$ cat src/rtl/addsub_seq_pkg.sv
// ============================================================================
// addsub_seq_pkg : shared state encoding, slice width and overflow helper
// Rev 1.0
// ============================================================================
`default_nettype none

package addsub_seq_pkg;

  localparam int SLICE_W = 4;

  typedef enum logic [1:0] {
    IDLE = 2'd0,
    CALC = 2'd1,
    DONE = 2'd2
  } state_t;

  function automatic logic signed_ovfl(input logic a_msb, input logic b_msb, input logic r_msb);
    return (~a_msb & ~b_msb & r_msb) | (a_msb & b_msb & ~r_msb);
  endfunction

endpackage

`default_nettype wire

$ cat src/rtl/addsub_slice4.sv
// ============================================================================
// addsub_slice4 : combinational 4-bit ripple add with carry-in / carry-out
// Rev 1.0
// ============================================================================
`default_nettype none

module addsub_slice4
  import addsub_seq_pkg::*;
(
  input  logic [SLICE_W-1:0] i_a,
  input  logic [SLICE_W-1:0] i_b,
  input  logic               i_cin,
  output logic [SLICE_W-1:0] o_sum,
  output logic               o_cout
);

  logic [SLICE_W:0] w_full;

  assign w_full = {1'b0, i_a} + {1'b0, i_b} + {{SLICE_W{1'b0}}, i_cin};
  assign o_sum  = w_full[SLICE_W-1:0];
  assign o_cout = w_full[SLICE_W];

endmodule

`default_nettype wire

$ cat src/rtl/addsub_seq.sv
// ============================================================================
// addsub_seq : sequential signed add/subtract, one 4-bit slice per cycle
// Rev 1.0
// ============================================================================
`default_nettype none

module addsub_seq
  import addsub_seq_pkg::*;
#(
  parameter int WIDTH       = 16,
  parameter bit SAT_DEFAULT = 1'b0
) (
  input  logic             clk,
  input  logic             rst_n,
  input  logic             in_valid,
  output logic             in_ready,
  input  logic [WIDTH-1:0] a,
  input  logic [WIDTH-1:0] b,
  input  logic             sub,
  input  logic             sat,
  output logic             out_valid,
  input  logic             out_ready,
  output logic [WIDTH-1:0] result,
  output logic             ovfl,
  output logic             zero,
  output logic             neg
);

  localparam int NSL    = WIDTH / SLICE_W;
  localparam int IDX_W  = (NSL > 1) ? $clog2(NSL) : 1;
  localparam int SH     = $clog2(SLICE_W);
  localparam int BASE_W = IDX_W + SH;
  localparam logic [IDX_W-1:0] LAST_IDX = IDX_W'(NSL - 1);

  state_t r_state;
  state_t w_state_nxt;

  logic [WIDTH-1:0]   r_a;
  logic [WIDTH-1:0]   r_bop;
  logic [WIDTH-1:0]   r_raw;
  logic               r_sat;
  logic               r_carry;
  logic [IDX_W-1:0]   r_idx;
  logic               r_out_valid;
  logic [WIDTH-1:0]   r_result;
  logic               r_ovfl;
  logic               r_zero;
  logic               r_neg;

  logic [BASE_W-1:0]  w_base;
  logic [SLICE_W-1:0] w_a_sl;
  logic [SLICE_W-1:0] w_b_sl;
  logic [SLICE_W-1:0] w_sum;
  logic               w_cout;
  logic               w_ovfl;
  logic [WIDTH-1:0]   w_sat_val;
  logic [WIDTH-1:0]   w_final;

  // Bit offset of the slice currently being processed.
  assign w_base = BASE_W'(r_idx) << SH;
  assign w_a_sl = r_a[w_base +: SLICE_W];
  assign w_b_sl = r_bop[w_base +: SLICE_W];

  addsub_slice4 u_slice (
    .i_a    (w_a_sl),
    .i_b    (w_b_sl),
    .i_cin  (r_carry),
    .o_sum  (w_sum),
    .o_cout (w_cout)
  );

  assign w_ovfl    = signed_ovfl(r_a[WIDTH-1], r_bop[WIDTH-1], r_raw[WIDTH-1]);
  assign w_sat_val = r_a[WIDTH-1] ? {1'b1, {(WIDTH-1){1'b0}}} : {1'b0, {(WIDTH-1){1'b1}}};
  assign w_final   = (r_sat && w_ovfl) ? w_sat_val : r_raw;

  always_ff @(posedge clk) begin
    if (!rst_n) r_state <= IDLE;
    else        r_state <= w_state_nxt;
  end

  always_comb begin
    w_state_nxt = r_state;
    in_ready    = 1'b0;
    case (r_state)
      IDLE: begin
        in_ready = 1'b1;
        if (in_valid) w_state_nxt = CALC;
      end
      CALC: begin
        if (r_idx == LAST_IDX) w_state_nxt = DONE;
      end
      DONE: begin
        // The first DONE cycle latches the final result; handshake only after that.
        if (r_out_valid && out_ready) w_state_nxt = IDLE;
      end
      default: w_state_nxt = IDLE;
    endcase
  end

  always_ff @(posedge clk) begin
    if (!rst_n) begin
      r_a         <= '0;
      r_bop       <= '0;
      r_raw       <= '0;
      r_sat       <= SAT_DEFAULT;
      r_carry     <= 1'b0;
      r_idx       <= '0;
      r_out_valid <= 1'b0;
      r_result    <= '0;
      r_ovfl      <= 1'b0;
      r_zero      <= 1'b0;
      r_neg       <= 1'b0;
    end else begin
      case (r_state)
        IDLE: begin
          r_out_valid <= 1'b0;
          if (in_valid) begin
            r_a     <= a;
            r_bop   <= sub ? ~b : b;
            r_carry <= sub;
            r_sat   <= sat;
            r_idx   <= '0;
          end
        end
        CALC: begin
          r_raw[w_base +: SLICE_W] <= w_sum;
          r_carry                  <= w_cout;
          r_idx                    <= r_idx + IDX_W'(1);
        end
        DONE: begin
          if (!r_out_valid) begin
            r_out_valid <= 1'b1;
            r_result    <= w_final;
            r_ovfl      <= w_ovfl;
            r_zero      <= (w_final == '0);
            r_neg       <= w_final[WIDTH-1];
          end else if (out_ready) begin
            r_out_valid <= 1'b0;
          end
        end
        default: r_out_valid <= 1'b0;
      endcase
    end
  end

  assign out_valid = r_out_valid;
  assign result    = r_result;
  assign ovfl      = r_ovfl;
  assign zero      = r_zero;
  assign neg       = r_neg;

endmodule

`default_nettype wire

$ cat config.mk
export PLATFORM = sky130hd
export DESIGN_NAME = addsub_seq
export DESIGN_NICKNAME = d
export VERILOG_FILES = /design/src/rtl/addsub_seq_pkg.sv /design/src/rtl/addsub_slice4.sv /design/src/rtl/addsub_seq.sv
export SDC_FILE = /design/constraint.sdc
export NUM_CORES = 1
export LEC_CHECK = 0
export CORE_MARGIN = 3
export CORE_UTILIZATION = 30
export CTS_CLUSTER_SIZE = 10
export DETAILED_ROUTE_END_ITERATION = 6
export PLACE_DENSITY_LB_ADDON = 0.15
export SLEW_MARGIN = 20
export SYNTH_ARGS = -nofsm -noshare
export SYNTH_HDL_FRONTEND = slang
export SYNTH_HIERARCHICAL = 1
export SYNTH_SLANG_ARGS = --single-unit
$ cat constraint.sdc
create_clock -name clk -period 4.2 [get_ports clk]
set_clock_uncertainty 0.05 [all_clocks]
set_input_delay 0.42 -clock clk [delete_from_list [all_inputs] [get_ports clk]]
set_output_delay 0.42 -clock clk [all_outputs]
set_load 0.005 [all_outputs]
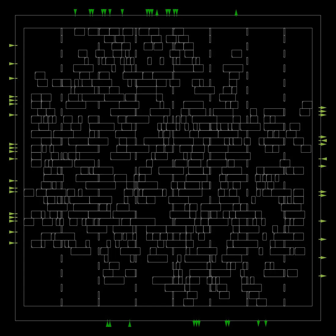
Fig. 1. Placed standard cells (run 1).
post-layout util: 40.0%
sequential share of cell area: 33.0%
fill cell count: 1143

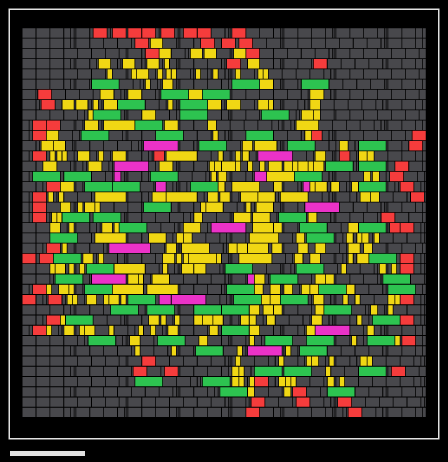
Fig. 2. Cell classes on the final placement (run 1).
The bar under the picture is 20 µm long. Fill, decap, tap and diode cells in grey.
legend:
  yellow:
    class: remaining logic cells
    cells: 263
    share_of_their_area: 44%
  green:
    class: registers
    cells: 73
    share_of_their_area: 34%
  red:
    class: remaining buffers and delay cells
    cells: 62
    share_of_their_area: 14%
  magenta:
    class: clock drivers and dummy loads
    cells: 16
    share_of_their_area: 6.9%

==> reports/qor.yml, run 1 <==
min_path:
  hold_path_class: "reg2reg"
  hold_end: "result[11]"
  worstHoldStart: "result[11]"
  min_path_cells: 2
worst_setup_path:
  cp_slowest_cell: "dfxtp_1"
  cp.required_ns: 4.42
  critPathLaunch: "r_idx[0]"
  critPathMaxFanout: 15
  cpPeakStageDelay_ns: 0.89
  critPathLaunchType: "flop"
  reg2reg_slack_ns: 1.29
  path_cells: "mux4_2 > fa_1 > inv_1 > fa_1 > inv_1 > a22oi_1 > nor2b_1"
  cp-end-kind: "flop"
final_timing:
  setup_violations: 0
  worst_slew_pin_slew_ns: 0.890
  clock.fmax_mhz: 343
  rsz0062_at_grt: "no"
  setup_tns_ns: 0
  fin_crit_ns: 2.91
  whs_ns: 0.400
  relSlewSlack_pct: 40.5
  period_used_pct: 69.4
  slew_violations: 0
logic_synthesis:
  synth_cells: 361
  ys_types: 46
  synthArstFlopShare_pct: 0
  postSynthAreaPerCell_um2: 9.61
  yosysTopAreaCellShare_pct: 42.1
  synth_top_cell_by_area: "dfxtp_1"
  synth-simple-area-share_pct: 20.5
  ys_sh_mux_pct: 5.48
  topCellsByArea: "dfxtp_1, nand2_1, mux4_2"
  yosys_warnings: 6
  ys_cells: 361
  fa_ha_area_share_pct: 4.40
  ys_chip_area_mm2: 0.00347
  ys_top_logic_family: "simple AND/OR/NAND/NOR gates"
clock_network:
  cts_buffers: 9
  clock-sinks: 73
  cts_tree: "done"
  cts_max_path_buffers: 2
  postCtsHoldBufs: 0
  clk_pin_slew_ns: 0.06
  postCtsResizedCells: 0
  cts_setup_buffers: 0
power:
  power-top-group: "the clock network"
  leakagePower_nw: 1.73
  internal_power_mw: 1.29
  pg_comb_mw: 0.207
  p_seq_share_pct: 43.8
  vdd_ir_drop_max_uv: 181
  p_per_area_mw_per_mm2: 387
  switching_share_pct: 24.8
  seq_power_mw: 0.751
routing:
  drtIter0Drc: 85
  drtAntennaViolNets: 0
  drcViolationCount: 0
  vias: 2684
  wl_per_cell_um: 14.0
  dr.pass1.iters: 5
floorplan:
  die_y_um: 114
  core_mm2: 0.0111
  initCoreUtil_pct: 31.3
  rows: 38
  chip_area_mm2: 0.0129
grt:
  gr-total-overflow: 0
  grt_antenna_before_repair: 0
  grt_pass1_wl_mm: 13.2
  grt_max_degree: 63
  first_global_vias: 2582
job:
  tool_warnings: 31
  maxCapViolCount: 0
cells_and_area:
  area_delta_synth_final_pct: 27.6
  final_common_cell: "dfxtp_1"
  fin_nets: 458
  final-comb-area_mm2: 0.00185
  antenna_cells: 0
placement:
  port_buffers: 58
  pre_cts_slack_ns: 1.26
run_status:
  status: "finished, final reports clean"
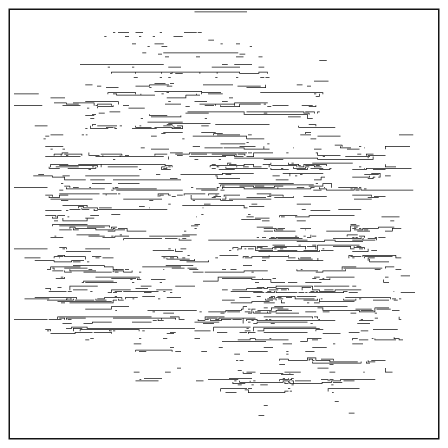
Fig. 3. The metal 1 layer (run 1).
longest straight run: 34.0 µm
nets with wire on the layer: 402
share of all routed wire: 46%
wire length on this layer: 3600 µm
main direction: horizontal
final wirelength: 7.76 mm
grt met1 use: 16.8%

[run 1: area by class of cell]
cell class | instances | share of cell area [%]
tap | 140 | 3.95
clock buffer | 9 | 5.08
inverter | 9 | 0.763
clock inverter | 7 | 1.58
timing repair buffer | 62 | 13.8
multi-input combinational | 254 | 41.8
sequential | 73 | 33.0
[run 1: per-layer routing]
layer	vias to the layer above	routed length, µm	global-route usage, %
li1	1354	-	-
met1	1261	3600	16.8
met2	61	3670	20.1
met3	8	367	3.08
met4	0	118	5.05
met5	-	0	0
[run 1: how the worst max path moves through the flow]
stage,depth (start not counted),to
floorplan,8,r_raw[5]
CTS,7,r_raw[7]
finish,7,r_raw[5]
global route,7,r_raw[15]
global placement,7,r_raw[9]
detailed placement,7,r_raw[7]
[run 1: kinds of logic (layout without fill, tap and decap cells)]
kind of cell | count (synthesis) | count (layout)
and+or+nand+nor | 132 | 132
buffers and inverters | 34 | 87
AOI/OAI and AO/OA | 84 | 84
xor gates and xnor gates | 18 | 18
muxes | 9 | 9
DFF | 73 | 73
adders and majority gates | 11 | 11
[run 1: sequential cells by signal (all words and copies together), names as in the netlist, 2 cells and up]
register	count
r_state	2
r_bop	16
r_idx	2
result	16
r_raw	16
r_a	16
[run 1: through the flow]
stage,instances,total power [mW],cell area [µm²]
2_1_floorplan,361,0.902,3470
3_3_place_gp,538,0.976,4130
3_5_place_dp,538,0.977,4130
4_1_cts,554,1.74,4430
5_1_grt,554,1.80,4430
6_report,554,1.72,4430
[run 1: critical path: cells and delay by family, from the launching register on]
kind	cells	cell delay, ns
and+or+nand+nor	1	0.12
DFF	1	0.89
muxes	1	0.63
adders and majority gates	2	0.85
AOI/OAI and AO/OA	1	0.09
buffers and inverters	2	0.22
Fig. 4: run 1, routed metal, one colour a layer
The bar under the picture is 20 µm long.
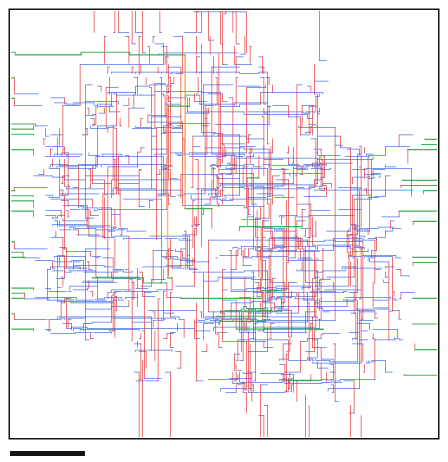

--- run 2 (diff from run 1) ---
Clock period 4.2 ns to 2.9 ns, I/O delays scaled along.
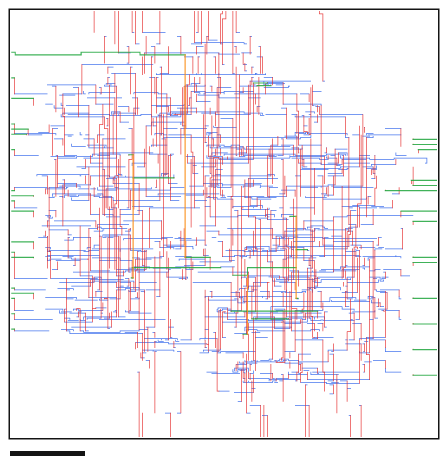
Fig. 5. Routed metal, one colour a layer (run 2).
The bar under the picture is 20 µm long.
legend:
  green:
    layer: M3
    wire_length: 302 µm
  red:
    layer: M2
    wire_length: 3790 µm
  blue:
    layer: M1
    wire_length: 3640 µm
  orange:
    layer: M4
    wire_length: 124 µm
vias: 2664
Total GRT Usage: 12.5%
final wirelength: 7.86 mm
DR WL/cell: 14.1 µm

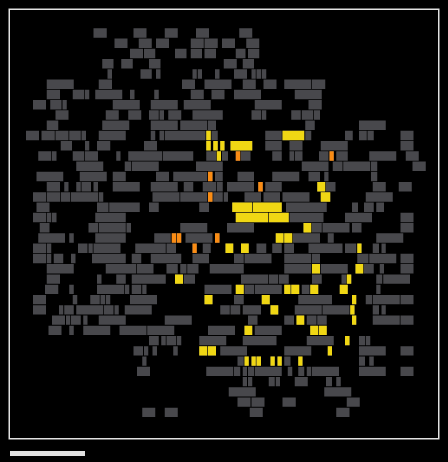
Fig. 6. Selected gate families (run 2).
The bar under the picture is 20 µm long.
legend:
  orange:
    family: inv cells
    cells: 9
    where: centre
  yellow:
    family: nor cells
    cells: 48
fin cells: 559
Comb/total area: 41.1%
Top cell excl fill/tap: dfxtp_1

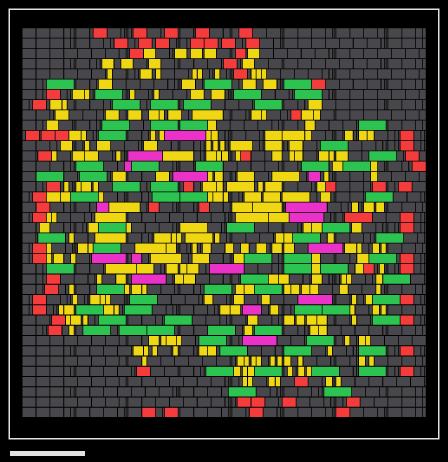
Fig. 7. Cell classes on the final placement (run 2).
The bar under the picture is 20 µm long. Fill, decap, tap and diode cells in grey.
legend:
  magenta:
    class: clock drivers and dummy loads
    cells: 16
    share_of_their_area: 7.6%
  yellow:
    class: remaining logic cells
    cells: 263
    share_of_their_area: 43%
  green:
    class: registers
    cells: 73
    share_of_their_area: 34%
  red:
    class: remaining buffers and delay cells
    cells: 67
    share_of_their_area: 15%
Rows: 38
core area: 0.0111 mm²
post-route design area: 0.00451 mm²
sequential share of cell area: 32.4%
post-layout util: 40.7%

==> run 2 against run 1 <==
Against the previous run:
- count of clock-buffer cells in the layout rose by 1
- largest cell class unchanged
- die size unchanged
- critical path type unchanged
- hold slack better by 0.0037 ns
- wire length up 1.2%
- clock power rose by about 60%
==> reports/qor.yml, run 2 <==
logic_synthesis:
  yosysTopAreaCellShare_pct: 42.1
  ys_sh_aoi_pct: 18.1
  synth_top_cell_by_area: "dfxtp_1"
  ys_chip_area_mm2: 0.00347
  yosys_warnings: 6
  ys_top_logic_family: "simple AND/OR/NAND/NOR gates"
  synth-simple-area-share_pct: 20.5
  postSynthAreaPerCell_um2: 9.61
  top_cells_by_count: "dfxtp_1, nand2_1, a21boi_0"
  synth_cells: 361
  ys_types: 46
  ys_cells: 361
  topCellsByArea: "dfxtp_1, nand2_1, mux4_2"
  ys_sh_mux_pct: 5.48
  synthArstFlopShare_pct: 0
  seq_area_frac_synth_pct: 42.1
  fa_ha_area_share_pct: 4.40
final_timing:
  clock.fmax_mhz: 422
  setup_violations: 0
  period_used_pct: 81.6
  fin_crit_ns: 2.37
  rsz0062_at_grt: "no"
  slew_violations: 0
  relSlewSlack_pct: 50.7
  setup_tns_ns: 0
  worst_slew_pin_slew_ns: 0.737
  whs_ns: 0.404
worst_setup_path:
  path_buffers: 1
  cp-end-kind: "flop"
  cp_top_family: "multiplexers"
  critPathMaxFanout: 5
  cp.required_ns: 3.11
  r2r_cells: 8
  critPathKind: "reg2reg"
  cp_slowest_cell: "mux4_2"
  cpPeakStageDelay_ns: 0.53
  critPathLaunch: "r_idx[0]"
  path_cells: "buf_4 > mux4_2 > ha_1 > a21o_1 > a21oi_2 > xnor2_1 > a22oi_1 > nor2b_1"
  reg2reg_slack_ns: 0.53
  critPathLaunchType: "flop"
cells_and_area:
  final-comb-area_mm2: 0.00185
  flops: 73
  nClkBuffers: 10
  nonClkBufAreaFrac_pct: 14.6
  nonClockBufferCount: 67
  fill_cells: 1134
  largest_class: "multi-input combinational cells"
  fin_nets: 463
  clock_area_share_pct: 7.29
  num-nonclk-inverters: 9
  antenna_cells: 0
floorplan:
  taps: 140
  chip_area_mm2: 0.0129
  initCoreUtil_pct: 31.3
routing:
  drtIter0Drc: 107
  drtAntennaViolNets: 0
  dr.pass1.iters: 6
  drcViolationCount: 0
job:
  tool_warnings: 31
  maxCapViolCount: 0
min_path:
  hold_end: "result[14]"
  worstHoldStart: "result[14]"
  min_path_cells: 2
  hold_path_class: "reg2reg"
clock_network:
  cts_tree: "done"
  clk_pin_slew_ns: 0.06
  postCtsResizedCells: 0
  cts_max_path_buffers: 2
  cts_buffers: 9
  postCtsHoldBufs: 0
  cts_setup_buffers: 0
power:
  vdd_ir_drop_max_uv: 276
  power_mw: 2.61
  leakagePower_nw: 1.78
  p_per_area_mw_per_mm2: 577
run_status:
  status: "finished, final reports clean"
grt:
  grt_antenna_before_repair: 0
  gr-total-overflow: 0
  first_global_vias: 2588
  grt_pass1_wl_mm: 12.9
  grt_max_degree: 50
placement:
  port_buffers: 58
## run 2: cell types whose count changed in the layout (fill, tap and decap cells not counted), sizes merged
cell | previous run | this run
buf | 4 | 9
clkinv | 4 | 2
bufinv | 1 | 2
clkbuf | 9 | 10
## run 2: routing by layer
| layer | up-vias | share of wire, % | track usage (%) |
|---|---|---|---|
| met5 | - | 0 | 0 |
| met4 | 0 | 1.6 | 4.33 |
| met1 | 1235 | 46 | 16.5 |
| li1 | 1365 | - | - |
| met3 | 11 | 3.8 | 2.92 |
| met2 | 53 | 48 | 20.1 |
## run 2: cells by family (layout without fill, tap and decap cells)
logic type	Yosys count	count (layout)
AND/OR/NAND/NOR	132	132
AND-OR/OR-AND	84	84
flip-flops	73	73
buffers and inverters	34	92
XOR/XNOR	18	18
adder cells (fa/ha/maj)	11	11
multiplexers	9	9
## run 2: stage by stage
step	util (%)	cell area [µm²]	instances	setup WS [ns]
after global routing	40.7	4510	559	0.338
final	40.7	4510	559	0.533
after detailed placement	37.8	4180	543	0.511
after CTS	40.7	4510	559	0.486
after floorplan	-	3470	361	0.321
after global placement	37.8	4180	543	0.608
## run 2: tightest hold or removal path, stage by stage (launching register included)
cell and delay [ns]:
dfxtp_1 0.32, nand2_1 0.04, o21ai_0 0.05
## run 2: how the worst max path moves through the flow
stage                endpoint  slack, ns
detailed placement  r_raw[11]       0.51
floorplan            r_raw[5]       0.32
CTS                 r_raw[11]       0.49
global route         r_raw[3]       0.34
finish              r_raw[15]       0.53
global placement     r_raw[9]       0.61
## run 2: power by group
group	switching (mW)	total [mW]	leakage [nW]	internal [mW]
Clock	0.430	1.21	0.159	0.779
Combinational	0.149	0.314	1.02	0.165
Sequential	0.0369	1.08	0.595	1.04
Total	0.617	2.61	1.78	1.99
Power is estimated from default activity; no workload was simulated.
